==> config.mk <==
export PLATFORM = sky130hd
export DESIGN_NAME = pipeline_ctrl
export DESIGN_NICKNAME = d
export VERILOG_FILES = /design/src/rtl/pipeline_ctrl.sv
export SDC_FILE = /design/constraint.sdc
export NUM_CORES = 1
export LEC_CHECK = 0
export ABC_AREA = 1
export CORE_MARGIN = 3
export CORE_UTILIZATION = 45
export DETAILED_ROUTE_END_ITERATION = 12
export GPL_TIMING_DRIVEN = 1
export PLACE_DENSITY = 0.78
export SETUP_SLACK_MARGIN = 0.02
export SKIP_LAST_GASP = 1
export SYNTH_ARGS = -nofsm -noshare
export SYNTH_HDL_FRONTEND = slang
export SYNTH_SLANG_ARGS = --single-unit
==> constraint.sdc <==
create_clock -name i_clk -period 3.3 [get_ports i_clk]
set_input_delay 0.66 -clock i_clk [delete_from_list [all_inputs] [get_ports i_clk]]
set_output_delay 0.66 -clock i_clk [all_outputs]
set_load 0.005 [all_outputs]
==> src/rtl/pipeline_ctrl.sv <==
// Hazard/sequencing controller for the 5-stage RV32I pipeline: stage enables, flushes,
// forwarding selects, memory-wait freeze with timeout abort, and a stall-cycle counter.
module pipeline_ctrl #(
  parameter int XADDR       = 5,
  parameter int MEM_TIMEOUT = 255
) (
  input  logic             i_clk,
  input  logic             i_rst_n,
  input  logic [XADDR-1:0] i_id_rs1_addr,
  input  logic [XADDR-1:0] i_id_rs2_addr,
  input  logic             i_id_uses_rs1,
  input  logic             i_id_uses_rs2,
  input  logic [XADDR-1:0] i_ex_rs1_addr,
  input  logic [XADDR-1:0] i_ex_rs2_addr,
  input  logic [XADDR-1:0] i_ex_rd_addr,
  input  logic             i_ex_wr_en,
  input  logic             i_ex_is_load,
  input  logic             i_br_taken,
  input  logic [XADDR-1:0] i_mem_rd_addr,
  input  logic             i_mem_wr_en,
  input  logic             i_mem_req,
  input  logic             i_dmem_ready,
  input  logic [XADDR-1:0] i_wb_rd_addr,
  input  logic             i_wb_wr_en,
  output logic             o_pc_en,
  output logic             o_ifid_en,
  output logic             o_idex_en,
  output logic             o_exmem_en,
  output logic             o_memwb_en,
  output logic             o_ifid_flush,
  output logic             o_idex_flush,
  output logic [1:0]       o_fwd_a,
  output logic [1:0]       o_fwd_b,
  output logic             o_id_byp_a,
  output logic             o_id_byp_b,
  output logic             o_mem_abort,
  output logic [1:0]       or_state,
  output logic             or_bus_err,
  output logic [31:0]      or_stall_cycles
);

  typedef enum logic [1:0] {
    S_RESET    = 2'b00,
    S_RUN      = 2'b01,
    S_MEM_WAIT = 2'b10
  } state_t;

  localparam logic [15:0] TO_LAST = 16'(MEM_TIMEOUT - 1);

  state_t      r_state;
  state_t      w_state_nxt;
  logic [15:0] r_wait_cnt;
  logic        w_timeout_hit;
  logic        w_freeze;
  logic        w_load_use;

  assign w_timeout_hit = (r_state == S_MEM_WAIT) && (r_wait_cnt == TO_LAST);
  assign w_freeze      = (r_state != S_RESET) && i_mem_req && !i_dmem_ready && !w_timeout_hit;
  assign w_load_use    = i_ex_is_load && i_ex_wr_en && (i_ex_rd_addr != '0) &&
                         ((i_id_uses_rs1 && (i_ex_rd_addr == i_id_rs1_addr)) ||
                          (i_id_uses_rs2 && (i_ex_rd_addr == i_id_rs2_addr)));

  // MEM result is younger than WB, so it wins; x0 is never forwarded
  always_comb begin
    o_fwd_a = 2'b00;
    o_fwd_b = 2'b00;
    if (i_mem_wr_en && (i_mem_rd_addr != '0) && (i_mem_rd_addr == i_ex_rs1_addr))
      o_fwd_a = 2'b01;
    else if (i_wb_wr_en && (i_wb_rd_addr != '0) && (i_wb_rd_addr == i_ex_rs1_addr))
      o_fwd_a = 2'b10;
    if (i_mem_wr_en && (i_mem_rd_addr != '0) && (i_mem_rd_addr == i_ex_rs2_addr))
      o_fwd_b = 2'b01;
    else if (i_wb_wr_en && (i_wb_rd_addr != '0) && (i_wb_rd_addr == i_ex_rs2_addr))
      o_fwd_b = 2'b10;
  end

  assign o_id_byp_a = i_wb_wr_en && (i_wb_rd_addr != '0) && (i_wb_rd_addr == i_id_rs1_addr);
  assign o_id_byp_b = i_wb_wr_en && (i_wb_rd_addr != '0) && (i_wb_rd_addr == i_id_rs2_addr);

  always_comb begin
    w_state_nxt  = r_state;
    o_mem_abort  = 1'b0;
    o_pc_en      = 1'b1;
    o_ifid_en    = 1'b1;
    o_idex_en    = 1'b1;
    o_exmem_en   = 1'b1;
    o_memwb_en   = 1'b1;
    o_ifid_flush = 1'b0;
    o_idex_flush = 1'b0;
    case (r_state)
      S_RESET:    w_state_nxt = S_RUN;
      S_RUN:      if (w_freeze) w_state_nxt = S_MEM_WAIT;
      S_MEM_WAIT: begin
        if (i_dmem_ready || w_timeout_hit) w_state_nxt = S_RUN;
        o_mem_abort = w_timeout_hit;
      end
      default:    w_state_nxt = S_RESET;
    endcase
    // A held branch/hazard is acted on only once the freeze lifts
    if (r_state == S_RESET || w_freeze) begin
      o_pc_en    = 1'b0;
      o_ifid_en  = 1'b0;
      o_idex_en  = 1'b0;
      o_exmem_en = 1'b0;
      o_memwb_en = 1'b0;
      if (r_state == S_RESET) begin
        o_ifid_flush = 1'b1;
        o_idex_flush = 1'b1;
      end
    end else if (i_br_taken) begin
      o_ifid_flush = 1'b1;
      o_idex_flush = 1'b1;
    end else if (w_load_use) begin
      o_pc_en      = 1'b0;
      o_ifid_en    = 1'b0;
      o_idex_flush = 1'b1;
    end
  end

  always_ff @(posedge i_clk) begin
    if (!i_rst_n) begin
      r_state         <= S_RESET;
      r_wait_cnt      <= '0;
      or_bus_err      <= 1'b0;
      or_stall_cycles <= '0;
    end else begin
      r_state    <= w_state_nxt;
      r_wait_cnt <= (r_state == S_MEM_WAIT) ? r_wait_cnt + 16'd1 : 16'd0;
      if (w_timeout_hit)
        or_bus_err <= 1'b1;
      if (!o_pc_en && (r_state != S_RESET) && (or_stall_cycles != 32'hFFFF_FFFF))
        or_stall_cycles <= or_stall_cycles + 32'd1;
    end
  end

  assign or_state = r_state;

endmodule

Fig. 1: run 1, pin map
Pins as bars across the die edge, other pins in gray.
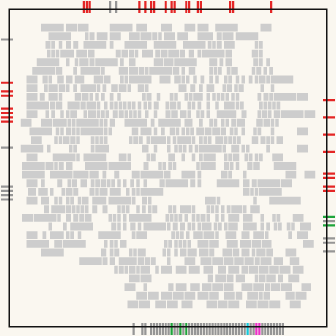
magenta -> `o_fwd_b`  # pins 2, direction output, edge south
cyan -> `o_id_byp_a`  # pins 1, direction output, edge south
green -> `i_ex_rd_addr`  # pins 5, direction input, edge 3 south, 2 east
red -> `or_stall_cycles`  # pins 32, direction output, edge 17 north, 8 east, 7 west
all pins by edge = 49 south, 19 north, 14 east, 13 west

Fig. 2: run 1, selected gate families
Bar = 20 um.
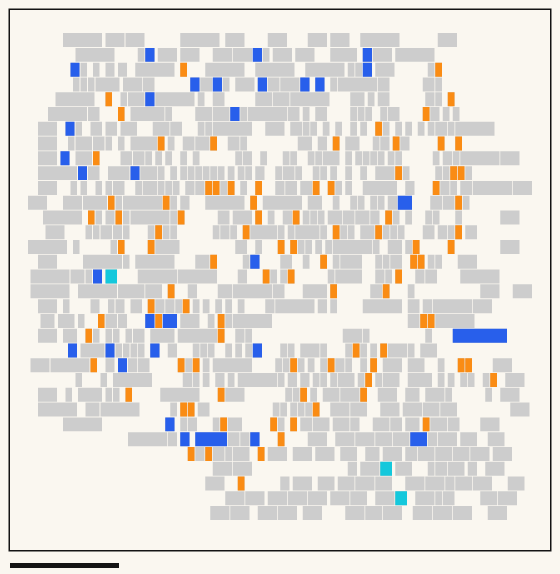
blue -> aoi and oai cells  # cells 32
orange -> inv cells  # cells 92
cyan -> and/or cells  # cells 3

==> results.json, run 1 <==
{
  "dieHeight_um": 99.4,
  "number_of_maximum_capacitance_constraint_violations": 0,
  "place.gp.congestion": 0.885,
  "logic_gates": 460,
  "dpl.hpwl_um": 8200,
  "slew_headroom": 0.486,
  "floorplan.rows": 33,
  "yosys-stat-cells": 628,
  "cts-htree-levels": 2,
  "initial_antenna_violation_count": 0,
  "dp_cells": 808,
  "worst_hold_path.endpoint": "r_wait_cnt[0]",
  "critPathBufInv": 2,
  "largest_net_degree_at_the_start_of_global_routing": 49,
  "cts.clk_slew.worst_paths_ns": 0.11,
  "final_ws_setup_ns": 0.0856,
  "layout.clock_buffers": 5,
  "final_net_count": 759,
  "core_sq_mm": 0.00834,
  "grt_pass1_wl_um": 17900,
  "status": "finished, final reports clean",
  "totalPowerFinal_mw": 1.28,
  "area.share.sequential": 0.204,
  "mostFrequentLayoutCells": "162 x sky130_fd_sc_hd__nand2_1, 94 x sky130_fd_sc_hd__clkdlybuf4s50_1, 91 x sky130_fd_sc_hd__inv_1",
  "clock_insertion_delay_worst_skew_ns": 0.33,
  "numSynthFlops": 51,
  "netlist_area_sq_mm": 0.00392,
  "worst_pin_slew_ns": 0.771,
  "crit-reg2reg-launch": "r_wait_cnt[0]",
  "synth_simple_gate_area_share": 0.455,
  "floorplan.die_area_sq_mm": 0.00988,
  "grt_pass1_vias": 3994,
  "sh_comb_area": 0.485,
  "log.warning_count": 27,
  "post-cts-setup-buffers": 0,
  "avgSynthCellArea_sq_um": 6.25,
  "timing.critical_path.fanout_max": 3,
  "post_layout_nonfiller_instances": 816,
  "critPathCaptureType": "primary output",
  "top_cells_by_area": "sky130_fd_sc_hd__dfxtp_1 26%, sky130_fd_sc_hd__nand2_1 15%, sky130_fd_sc_hd__inv_1 8.7%"
}
Fig. 3: run 1, where the registers sit
Other sequential cells in the stronger gray, the rest of the logic in the fainter gray.
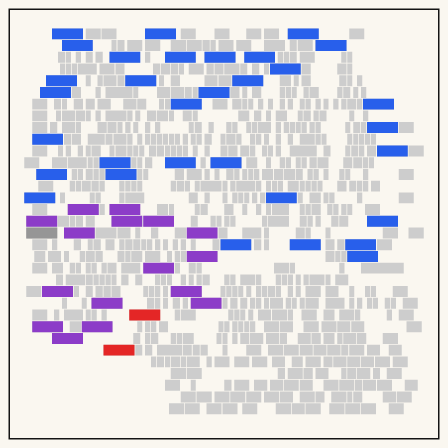
purple -> `r_wait_cnt`  # flops 16
red -> `or_state`  # flops 2
blue -> `or_stall_cycles`  # flops 32
not colored = 1

-- run 1: routing by layer --
layer  track usage  routed length, um
met4        0.0893                277
met2         0.369               5280
met3        0.0351                550
met1         0.275               4590
met5             0                  0
-- run 1: what timing repair did --
| action | 4_1_cts | 5_1_grt |
|---|---|---|
| hold endpoints to repair | 0 | 0 |
| endpoints found under the setup margin | 1 | 1 |
| resized | 1 | 2 |
| hold buffers | 0 | 0 |
-- run 1: registers in the layout (all words and copies together) (netlist names) --
register         flops
r_wait_cnt          16
or_stall_cycles     32
or_bus_err           1
or_state             2
-- run 1: report_power, final --
group	leakage, nW	internal, mW	switching [mW]
clock network	0.0463	0.156	0.243
logic	1.55	0.120	0.135
registers	0.411	0.619	0.00456
total	2.01	0.895	0.382
==> run 2, diff against run 1 <==
ABC_CLOCK_PERIOD_IN_PS = 3300   (was default)
Fig. 4: run 2, selected gate families
Bar = 20 um.
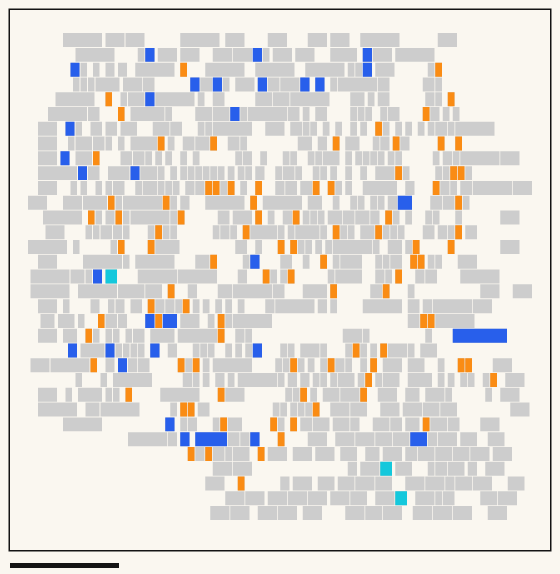
cyan -> and/or cells  # cells 3
orange -> inv cells  # cells 92
blue -> aoi and oai cells  # cells 32

Fig. 5: run 2, where the registers sit
Other sequential cells in the stronger gray, the rest of the logic in the fainter gray.
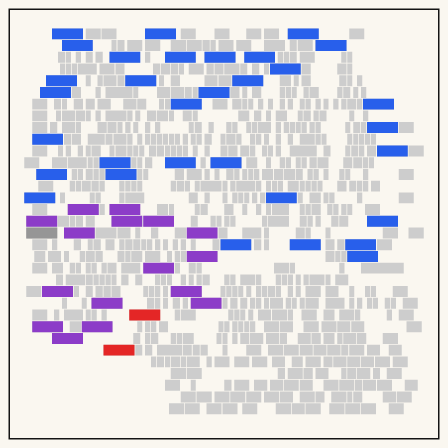
purple -> `r_wait_cnt`  # flops 16
red -> `or_state`  # flops 2
blue -> `or_stall_cycles`  # flops 32
not colored = 1

==> run 2 against run 1 <==
Routed wire length unchanged. Combinational power about the same. Final area unchanged. First-iteration DRC count unchanged. Register-to-register slack about the same. Count of clock-buffer cells in the layout unchanged. Clock power about the same. Non-clock buffer count unchanged. Sequential cell count unchanged. Largest power group unchanged.
==> results.json, run 2 <==
{
  "dp_cells": 808,
  "grt_pass1_wl_um": 17900,
  "clock_insertion_delay_worst_skew_ns": 0.33,
  "share_seq_of_total_power": 0.488,
  "mostFrequentLayoutCells": "162 x sky130_fd_sc_hd__nand2_1, 94 x sky130_fd_sc_hd__clkdlybuf4s50_1, 91 x sky130_fd_sc_hd__inv_1",
  "cts_repair_resize_count": 1,
  "largest_register_ff_count": 32,
  "numSynthFlops": 51,
  "synth_simple_gate_area_share": 0.455,
  "grt_met1_usage": 0.275,
  "post_layout_nonfiller_instances": 816,
  "crit-reg2reg-launch": "r_wait_cnt[0]",
  "grt_pass1_vias": 3994,
  "route.top_layer_used": "met4",
  "critPathBufInv": 2,
  "final_net_count": 759,
  "status": "finished, final reports clean",
  "avgSynthCellArea_sq_um": 6.25,
  "grt_util_met3": 0.0351,
  "cts-hold-fix-buffers": 0,
  "slew_headroom": 0.486,
  "floorplan.die_area_sq_mm": 0.00988,
  "worst_hold_path.endpoint": "r_wait_cnt[0]",
  "met3WireLength_um": 550,
  "power_frac_comb": 0.200
}
run 2: power by group through the flow:
stage	Sequential, mW	Clock [mW]	Combinational, mW
2_1_floorplan	0.637	0	0.142
3_3_place_gp	0.637	0	0.243
3_5_place_dp	0.637	0	0.249
4_1_cts	0.623	0.410	0.251
5_1_grt	0.624	0.438	0.275
6_report	0.623	0.399	0.255
run 2: worst max path at each step:
stage | startpoint | end | cells past startpoint
floorplan | i_wb_rd_addr[0] | o_fwd_a[1] | 6
global placement | i_mem_rd_addr[0] | o_fwd_a[1] | 6
detailed placement | i_mem_rd_addr[0] | o_fwd_b[1] | 6
CTS | i_wb_rd_addr[2] | o_fwd_b[1] | 6
global route | i_wb_rd_addr[2] | o_fwd_b[1] | 6
finish | i_mem_rd_addr[0] | o_fwd_b[1] | 6
Power figures rest on the tool's default switching activity, not on a simulated workload.
